==> src/rtl/bmi_bit_deposit_seq.sv <==
`default_nettype none
// ============================================================================
// Module      : bmi_bit_deposit_seq
// Description : Sequential bit-deposit (PDEP) engine for the BMI ALU.
//               The low-order bits of src are scattered, in order, into the
//               set bit positions of mask; all other result bits are zero.
//               One bit position is processed per cycle, and the operation
//               ends early once no mask bits remain above the current position.
//
// Ports       : clk    - system clock, rising-edge active
//               rst    - synchronous active-high reset
//               start  - request, sampled only while idle
//               src    - source bits to deposit (LSB first), sampled with start
//               mask   - deposit positions, sampled with start
//               busy   - high while an operation is running or completing
//               done   - one-cycle pulse; result is final in this cycle
//               result - deposit result, held from done until the next start
//
// Revision    : 1.0 - initial release
// ============================================================================
module bmi_bit_deposit_seq #(
    parameter int WIDTH = 64,
    parameter int IDX_W = 6
) (
    input  logic             clk,
    input  logic             rst,
    input  logic             start,
    input  logic [WIDTH-1:0] src,
    input  logic [WIDTH-1:0] mask,
    output logic             busy,
    output logic             done,
    output logic [WIDTH-1:0] result
);

    // ------------------------------------------------------------------------
    // State encoding
    // ------------------------------------------------------------------------
    typedef enum logic [1:0] {
        ST_IDLE = 2'd0,
        ST_RUN  = 2'd1,
        ST_DONE = 2'd2
    } state_t;

    state_t           r_state;
    state_t           w_state_nxt;

    // ------------------------------------------------------------------------
    // Datapath registers
    // ------------------------------------------------------------------------
    logic [WIDTH-1:0] r_src_sh;   // remaining source bits, next one at bit 0
    logic [WIDTH-1:0] r_mask_sh;  // remaining mask bits, current one at bit 0
    logic [WIDTH-1:0] r_result;
    logic [IDX_W-1:0] r_pos;      // result position that r_mask_sh[0] maps to
    logic             r_busy;
    logic             r_done;

    // Mask contents after this cycle's shift; when nothing is left, the
    // current position is the last one that can deposit a bit.
    logic [WIDTH-1:0] w_mask_nxt;
    logic             w_mask_empty_nxt;
    logic             w_accept;

    assign w_mask_nxt       = r_mask_sh >> 1;
    assign w_mask_empty_nxt = (w_mask_nxt == '0);

    // A request is only taken in IDLE; start while busy or in DONE is dropped.
    assign w_accept         = (r_state == ST_IDLE) && start;

    // ------------------------------------------------------------------------
    // State register
    // ------------------------------------------------------------------------
    always_ff @(posedge clk) begin
        if (rst) begin
            r_state <= ST_IDLE;
        end else begin
            r_state <= w_state_nxt;
        end
    end

    // ------------------------------------------------------------------------
    // Next-state logic
    // ------------------------------------------------------------------------
    always_comb begin
        w_state_nxt = r_state;
        case (r_state)
            ST_IDLE: begin
                if (start) begin
                    // An empty mask has nothing to deposit: finish immediately.
                    if (mask == '0) begin
                        w_state_nxt = ST_DONE;
                    end else begin
                        w_state_nxt = ST_RUN;
                    end
                end
            end
            ST_RUN: begin
                if (w_mask_empty_nxt) begin
                    w_state_nxt = ST_DONE;
                end
            end
            ST_DONE: begin
                w_state_nxt = ST_IDLE;
            end
            default: begin
                w_state_nxt = ST_IDLE;
            end
        endcase
    end

    // ------------------------------------------------------------------------
    // Datapath
    // ------------------------------------------------------------------------
    always_ff @(posedge clk) begin
        if (rst) begin
            r_src_sh  <= '0;
            r_mask_sh <= '0;
            r_result  <= '0;
            r_pos     <= '0;
        end else begin
            case (r_state)
                ST_IDLE: begin
                    if (w_accept) begin
                        r_src_sh  <= src;
                        r_mask_sh <= mask;
                        r_result  <= '0;
                        r_pos     <= '0;
                    end
                end
                ST_RUN: begin
                    // Consume a source bit only where the mask selects a slot;
                    // unselected positions stay at the cleared value of zero.
                    if (r_mask_sh[0]) begin
                        r_result[r_pos] <= r_src_sh[0];
                        r_src_sh        <= r_src_sh >> 1;
                    end
                    r_mask_sh <= w_mask_nxt;
                    // Termination occurs no later than the top position, so the
                    // increment out of the last position is never observed.
                    r_pos     <= r_pos + 1'b1;
                end
                default: begin
                end
            endcase
        end
    end

    // ------------------------------------------------------------------------
    // Status outputs, registered from the next state so they track the state
    // register exactly and are free of decode glitches.
    // ------------------------------------------------------------------------
    always_ff @(posedge clk) begin
        if (rst) begin
            r_busy <= 1'b0;
            r_done <= 1'b0;
        end else begin
            r_busy <= (w_state_nxt != ST_IDLE);
            r_done <= (w_state_nxt == ST_DONE);
        end
    end

    assign busy   = r_busy;
    assign done   = r_done;
    assign result = r_result;

endmodule
`default_nettype wire

==> config.mk <==
export PLATFORM = sky130hd
export DESIGN_NAME = bmi_bit_deposit_seq
export DESIGN_NICKNAME = d
export VERILOG_FILES = /design/src/rtl/bmi_bit_deposit_seq.sv
export SDC_FILE = /design/constraint.sdc
export NUM_CORES = 1
export LEC_CHECK = 0
export ABC_AREA = 1
export CAP_MARGIN = 20
export CORE_MARGIN = 2
export CORE_UTILIZATION = 42
export DETAILED_ROUTE_END_ITERATION = 8
export PLACE_DENSITY = 0.68
export SETUP_SLACK_MARGIN = 0.1
export SLEW_MARGIN = 20
export SYNTH_ARGS = -nofsm -noshare
export SYNTH_HDL_FRONTEND = slang
export SYNTH_SLANG_ARGS = --single-unit
==> constraint.sdc <==
create_clock -name clk -period 2.9 [get_ports clk]
set_input_delay 0.435 -clock clk [delete_from_list [all_inputs] [get_ports clk]]
set_output_delay 0.435 -clock clk [all_outputs]
set_load 0.01 [all_outputs]
==> summary.rpt, run 1 <==
==== FLOW RESULTS ====
----------------------------------------------------
[Global route]
  Vias in the first global route ........................ about 8500
  Antenna violations before repair ........................ 0
  Largest net degree at the start of global routing ........................ 191

[Synthesis]
  Top cells by area ........................ sky130_fd_sc_hd__dfxtp_1, sky130_fd_sc_hd__nand2_1, sky130_fd_sc_hd__o21ai_0
  Total cells reported by yosys after synthesis ........................ 1332
  Synthesized area per cell ........................ 6.85 µm²
  Synth warn ........................ 0
  Top cell area share ........................ 44.3%
  Synthesized instance count ........................ roughly 1300
  Largest area contributor in the netlist ........................ sky130_fd_sc_hd__dfxtp_1
  Top cell type by instance count after synthesis ........................ sky130_fd_sc_hd__nand2_1
  Total cell area reported by yosys after synthesis ........................ 9130 µm²
  Mapped cell area ........................ about 9100 µm²
  Flip-flop and latch count after synthesis ........................ 202
  Synth Seq Share ........................ between 40% and 50%
  Dominant flop cell ........................ sky130_fd_sc_hd__dfxtp_1

[Worst setup path]
  Length in cells of the worst reg-to-reg path ........................ 8
  WP data required ........................ approximately 3.3 ns
  Startpoint types ........................ flip-flop
  Worst Setup End Kind ........................ flip-flop
  Kind of critical path ........................ reg -> reg
  Arrival time of data at the critical path endpoint ........................ ~2.4 ns
  Maximum fanout count along the critical path ........................ 190

[Power and ir drop]
  Leakage power summed over all cells ........................ 4.41 nW
  Total chip power ........................ around 0.0067 W
  Power Density ........................ 567 nW/µm²

[Job]
  Max-capacitance violation count ........................ 0
  Number of logged tool warnings ........................ 30

[Drt]
  Routed wirelength normalized by instance count ........................ between 10 and 15 µm
  Starting DRT DRC Count ........................ 548
  Post-route DRC ........................ 0
  Residual antenna-violating net count after detailed routing ........................ 0
  Detail-routed via count per cell ........................ 5.24

[Layout]
  Count of nets after finishing ........................ 1603
  Non-filler cells in the finished layout ........................ 1759
  Share of cells above drive strength 1 ........................ slightly below 4%
  Syn-to-layout area delta ........................ 30.3%

[Outcome]
  Outcome ........................ finished clean

[Floorplanning]
  Initial standard-cell utilization of the core ........................ 43.1%
  Chip area ........................ roughly 23000 µm²
  Number of top-level design ports ........................ between 150 and 200
  Die width ........................ between 150 and 200 µm
  Placeable Area ........................ 21200 µm²
  Die Span Y ........................ 151 µm
  Row count ........................ roughly 53

[STA]
  Final setup viols ........................ 0
  Setup TNS ........................ 0 ns
  Clock Skew ........................ 0.0102 ns
  Fin. Hold Viols ........................ 0
  Worst Tran Pin Value ........................ ~0.76 ns
  RSZ-0062 raised after global routing ........................ false
  Tightest slew margin relative to the limit ........................ 49.5%

[Place]
  Port bufs ........................ just under 200
  Half-perimeter wire length of the detailed placement result ........................ 16.4 mm

[Min path]
  Number of cells on the worst hold path ........................ 2

[Clock tree]
  Clock transition at path regs ........................ about 0.060 ns
  Clock insertion delay at the later pin of the skew report ........................ 0.50 ns
  Root buf cell ........................ sky130_fd_sc_hd__clkbuf_16
  PostCTS Resize Cnt ........................ 0
  Clock tree from TritonCTS ........................ done
  Clk sink count ........................ a little over 200
  Deepest level of the CTS H-tree ........................ 1
  Post-CTS Setup Inserts ........................ 0
  TritonCTS buffer count ........................ 23

----------------------------------------------------
[run 1: layout make-up]
class / count / area (µm²) / share of cell area [%]
clock buffer: 36 / 704 / 5.92
clock inverter: 2 / 35.0 / 0.295
inverter: 60 / 229 / 1.92
multi-input combinational: 977 / 4430 / 37.3
sequential: 202 / 4040 / 34.0
tap: 275 / 344 / 2.89
timing repair buffer: 207 / 2100 / 17.7
[run 1: through the flow]
| stage | hold WS [ns] | worst slack, ns | instance area, µm² |
|---|---|---|---|
| after floorplan | 0.445 | 1.45 | 9130 |
| after global placement | 0.451 | 0.592 | 11200 |
| after detailed placement | 0.453 | 0.554 | 11200 |
| after CTS | 0.359 | 0.973 | 11900 |
| after global routing | 0.378 | 0.706 | 11900 |
| final | 0.375 | 0.894 | 11900 |
[run 1: placed cells by master, fill, tap and decap left out, drive strengths merged, types with 33 or more instances in the layout]
master,synthesis,final
clkbuf,53,36
nor2,154,154
a31oi,63,63
a22oi,33,33
nand2,437,437
clkdlybuf4s50,0,195
inv,59,59
o21ai,130,130
dfxtp,202,202
a21oi,106,106
[run 1: layer usage]
metal,vias to the layer above,share of wire (%),track usage [%]
li1,4685,-,-
met1,4206,46,31.3
met4,0,2.1,6.45
met2,283,46,36.2
met3,43,5.9,3.49
met5,-,0,0
[run 1: logic make-up after synthesis]
logic type	count (synthesis)	share of synthesized area, %
and+or+nand+nor	619	26.1
AOI/OAI and AO/OA	357	22.2
DFF	202	44.3
buffers and inverters	153	7.24
adders and majority gates	1	0.137
[run 1: critical path, cell delays in order (launching register included)]
cell,delay (ns)
sky130_fd_sc_hd__dfxtp_1,0.38
sky130_fd_sc_hd__inv_2,0.06
sky130_fd_sc_hd__nor2_4,0.16
sky130_fd_sc_hd__nand2_1,0.14
sky130_fd_sc_hd__nand2_4,0.11
sky130_fd_sc_hd__buf_12,0.39
sky130_fd_sc_hd__o21ai_0,0.21
sky130_fd_sc_hd__nand2_1,0.12
sky130_fd_sc_hd__a21oi_1,0.07
[run 1: worst paths after layout]
path / startpoint / to / slack (ns)
max: r_state[0] / result[38] / 0.89
min: rst / r_mask_sh[34] / 0.37
max reg2reg: r_state[0] / result[38] / 0.89
min reg2reg: result[9] / result[9] / 0.46
[run 1: state kept, by name (all words and copies together), names as in the netlist]
| register | cells |
|---|---|
| r_pos | 6 |
| done | 1 |
| r_mask_sh | 64 |
| busy | 1 |
| r_src_sh | 64 |
| r_state | 2 |
| result | 64 |
[run 1: power breakdown]
part	leakage, nW	total (W)	internal, W	switching, W
clock	0.365	0.00285	0.00174	0.00111
sequential	1.65	0.00301	0.00293	0.0000860
combinational	2.39	0.000881	0.000373	0.000508
total	4.41	0.00674	0.00504	0.00171
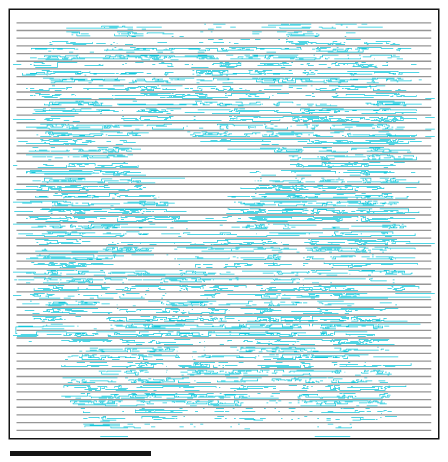
Fig. 1. Signal wires on met1 (run 1).
Bar = 50 µm. Supply wires on this layer in grey.
share of all routed wire: 46%
nets with wire on the layer: 1436
main direction: horizontal
wire length on this layer: 11800 µm
final wirelength: 25.9 mm
via count of the routed design: 9217
M1 GR Usage: 31.3%

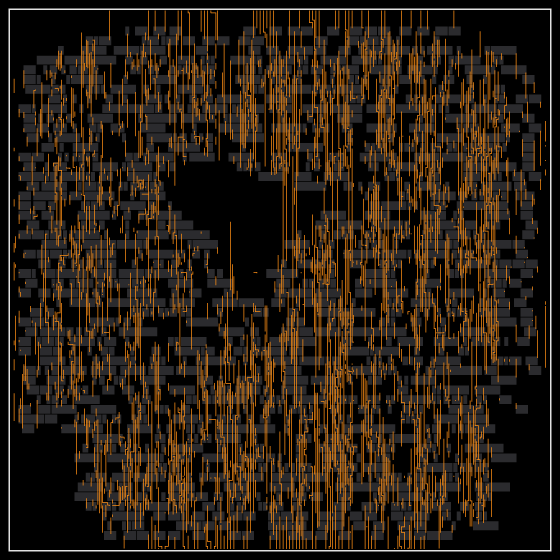
Fig. 2. Met2 routing (run 1).
Cells faint in the background.
main direction: vertical
wire length on this layer: 12000 µm
longest straight run: 64.3 µm
routing usage on met2: 36.2%

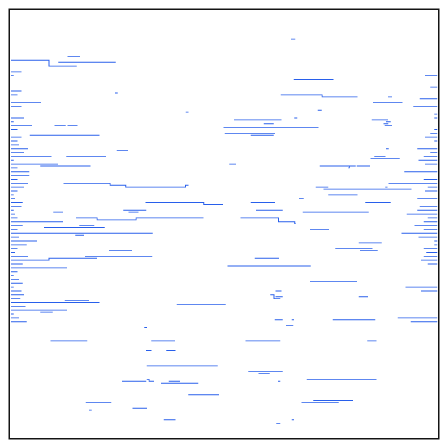
Fig. 3. Met3 routing (run 1).
nets with wire on the layer: 150
share of all routed wire: 5.9%
main direction: horizontal
wire length on this layer: 1540 µm
met3 capacity usage during global routing: 3.49%

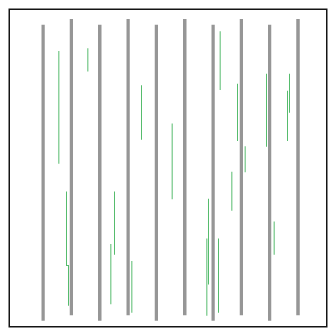
Fig. 4. M4 wires (run 1).
Supply wires on this layer in grey.
share of all routed wire: 2.1%
main direction: vertical
longest straight run: 53.7 µm

==> inputs of run 2 (changes only) <==
- PLACE_DENSITY: 0.68 -> 0.71
- clock period: 2.9 -> 1.75 ns (I/O delays scaled with it)
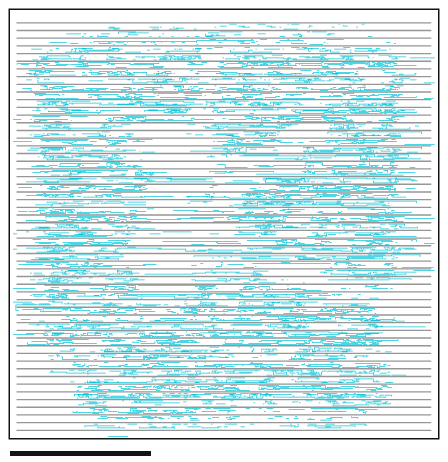
Fig. 5. Signal wires on met1 (run 2).
Bar = 50 µm. Supply wires on this layer in grey.
main direction: horizontal
longest straight run: 39.6 µm
nets with wire on the layer: 1462
share of all routed wire: 46%
final wirelength: 25.9 mm
M1 GR Usage: 30.2%
via count of the routed design: 9362

==> summary.rpt, run 2 <==
==== FLOW RESULTS ====
----------------------------------------------------
[Outcome]
  Outcome ........................ finished clean

[Power and ir drop]
  Sw power ........................ 0.00285 W
  Switching Fraction ........................ 25.7%
  Internal power component ........................ 0.00825 W
  Combinational Power Share ........................ 14.4%
  Worst IR Drop VDD ........................ 0.708 mV
  Total chip power ........................ ~0.011 W
  Sequential share of power ........................ 45.0%
  Part of the power in the clock network ........................ 40.6%

[Drt]
  Detail-routed via count per cell ........................ 5.21
  Residual antenna-violating net count after detailed routing ........................ 0
  Routed wirelength normalized by instance count ........................ 14.4 µm
  Post-route DRC ........................ 0
  Starting DRT DRC Count ........................ between 500 and 600

[Place]
  Placed Area ........................ ~12000 µm²
  Port bufs ........................ 196
  Routability cong. ........................ 0.805
  Half-perimeter wire length of the detailed placement result ........................ 17.3 mm

[Floorplanning]
  Chip area ........................ 22900 µm²
  Initial standard-cell utilization of the core ........................ 43.1%
  Die width ........................ 151 µm
  Row count ........................ 53
  Placeable Area ........................ 21200 µm²
  Number of top-level design ports ........................ 197
  Die Span Y ........................ roughly 150 µm

[Synthesis]
  Total cell area reported by yosys after synthesis ........................ 9130 µm²
  Mapped cell area ........................ 9130 µm²
  Top cell type by instance count after synthesis ........................ sky130_fd_sc_hd__nand2_1
  Synthesized area per cell ........................ 6.85 µm²
  Flip-flop and latch count after synthesis ........................ 202
  Total cells reported by yosys after synthesis ........................ roughly 1300
  Largest area contributor in the netlist ........................ sky130_fd_sc_hd__dfxtp_1
  Synthesized instance count ........................ 1332
  Top cells by area ........................ sky130_fd_sc_hd__dfxtp_1, sky130_fd_sc_hd__nand2_1, sky130_fd_sc_hd__o21ai_0
  Synth Seq Share ........................ 44.3%
  Synth warn ........................ 0
  Top cell area share ........................ 44.3%
  Dominant flop cell ........................ sky130_fd_sc_hd__dfxtp_1

[Layout]
  Count of nets after finishing ........................ 1639
  Share of cells above drive strength 1 ........................ 6.44%
  Most frequent cells in the layout ........................ sky130_fd_sc_hd__nand2_1, sky130_fd_sc_hd__dfxtp_1, sky130_fd_sc_hd__nor2_1
  Design area ........................ 12300 µm²
  Footprint of the flip-flops and latches ........................ 4050 µm²
  Area occupied by multi-input gates ........................ 4450 µm²
  Number of inserted diodes ........................ 0
  Most common cell after layout, fill and taps aside ........................ sky130_fd_sc_hd__nand2_1
  Syn-to-layout area delta ........................ 34.8%

[Clock tree]
  Clock tree from TritonCTS ........................ done
  Deepest level of the CTS H-tree ........................ 1
  Clk sink count ........................ 202
  Clock insertion delay at the later pin of the skew report ........................ about 0.49 ns
  Clock transition at path regs ........................ 0.06 ns
  Root buf cell ........................ sky130_fd_sc_hd__clkbuf_16

[Job]
  Max-capacitance violation count ........................ 0
  Number of logged tool warnings ........................ 29

[Worst setup path]
  Kind of critical path ........................ reg -> out
  Maximum fanout count along the critical path ........................ 1
  Worst reg2reg setup slack ........................ 0.21 ns
  Startpoint types ........................ flip-flop
  FF-to-FF Start ........................ r_state[0]
  WP data required ........................ 1.49 ns
  Critical path, cell by cell ........................ clkdlybuf4s50_1
  Cell family with the largest share of critical-path delay ........................ buffers and inverters
  Worst Setup End Kind ........................ output port
  Endpoint of the worst-slack reg-to-reg timing path ........................ result[10]
  Arrival time of data at the critical path endpoint ........................ 1.33 ns

[STA]
  RSZ-0062 raised after global routing ........................ true
  Clock Skew ........................ between 0.006 and 0.007 ns
  Setup TNS ........................ 0 ns
  Tightest slew margin relative to the limit ........................ 66.3%
  Final setup viols ........................ 0
  Worst Tran Pin Value ........................ 0.506 ns

[Min path]
  Endpoint of the worst hold path ........................ r_mask_sh[27]
  Number of cells on the worst hold path ........................ 4
  Startpoint of the worst hold path ........................ rst

[Global route]
  Antenna violations before repair ........................ 0
  Vias in the first global route ........................ 8418

----------------------------------------------------
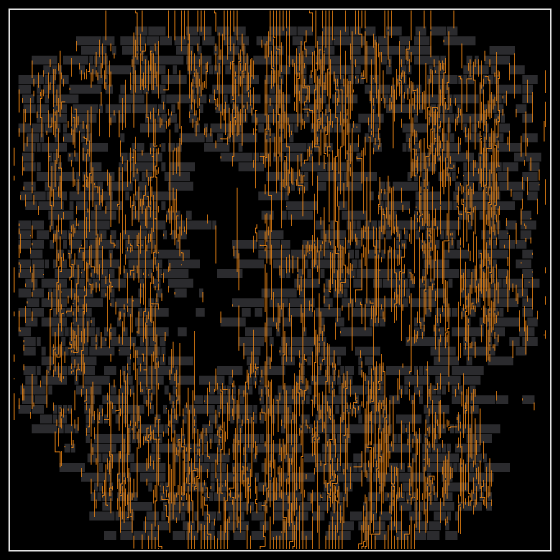
Fig. 6. Met2 routing (run 2).
Cells faint in the background.
wire length on this layer: 11900 µm
main direction: vertical
longest straight run: 56.4 µm
routing usage on met2: 35.3%

## run 2: final cells by class
| cell class | count | share of cell area, % |
|---|---|---|
| Multi-Input combinational cell | 977 | 36.2 |
| Clock buffer | 37 | 5.59 |
| Sequential cell | 202 | 32.9 |
| Clock inverter | 2 | 0.102 |
| Timing Repair Buffer | 243 | 20.6 |
| Inverter | 60 | 1.86 |
| Tap cell | 275 | 2.80 |
## run 2: stage by stage
stage               hold WS [ns]  worst slack [ns]  cells
floorplan                  0.411             0.369   1332
CTS                        0.195             0.100   1796
finish                     0.194             0.155   1796
detailed placement         0.457           -0.0629   1757
global placement           0.451           -0.0404   1757
global route               0.213            0.0880   1796
## run 2: worst max-delay path by stage
stage                    end  depth (start not counted)       start  slack (ns)
2_1_floorplan     result[59]                          9  r_state[0]        0.37
3_3_place_gp   r_mask_sh[39]                         10       start       -0.04
3_5_place_dp      result[10]                          9       start       -0.06
4_1_cts           result[14]                          1  result[14]        0.10
5_1_grt           result[47]                          8  r_state[0]        0.09
6_report                busy                          1        busy        0.15
## run 2: metal layers
| metal | share of wire [%] | global-route usage, % | vias to the layer above |
|---|---|---|---|
| met3 | 6.3 | 3.92 | 42 |
| met4 | 2.2 | 5.51 | 0 |
| met2 | 46 | 35.3 | 270 |
| met5 | 0 | 0 | - |
| li1 | - | - | 4758 |
| met1 | 46 | 30.2 | 4292 |
## run 2: kinds of logic after synthesis
group | share of synthesized area [%]
fa+ha+maj | 0.137
compound gates | 22.2
simple gates | 26.1
flops | 44.3
buf+inv | 7.24
## run 2: what timing repair did
action,in CTS,in global routing
setup endpoints to repair,45,72
gates cloned,0,0
endpoints found under the hold margin,0,0
gates resized,45,29
## run 2: power by group through the flow
stage | Sequential, W | Clock, W | Combinational [W]
after floorplan | 0.00505 | 0 | 0.000910
after global placement | 0.00508 | 0 | 0.00158
final | 0.00499 | 0.00451 | 0.00160
after detailed placement | 0.00509 | 0 | 0.00160
after global routing | 0.00502 | 0.00479 | 0.00178
after CTS | 0.00499 | 0.00460 | 0.00160
No activity file was given, so power comes from the tool's default toggle rates.
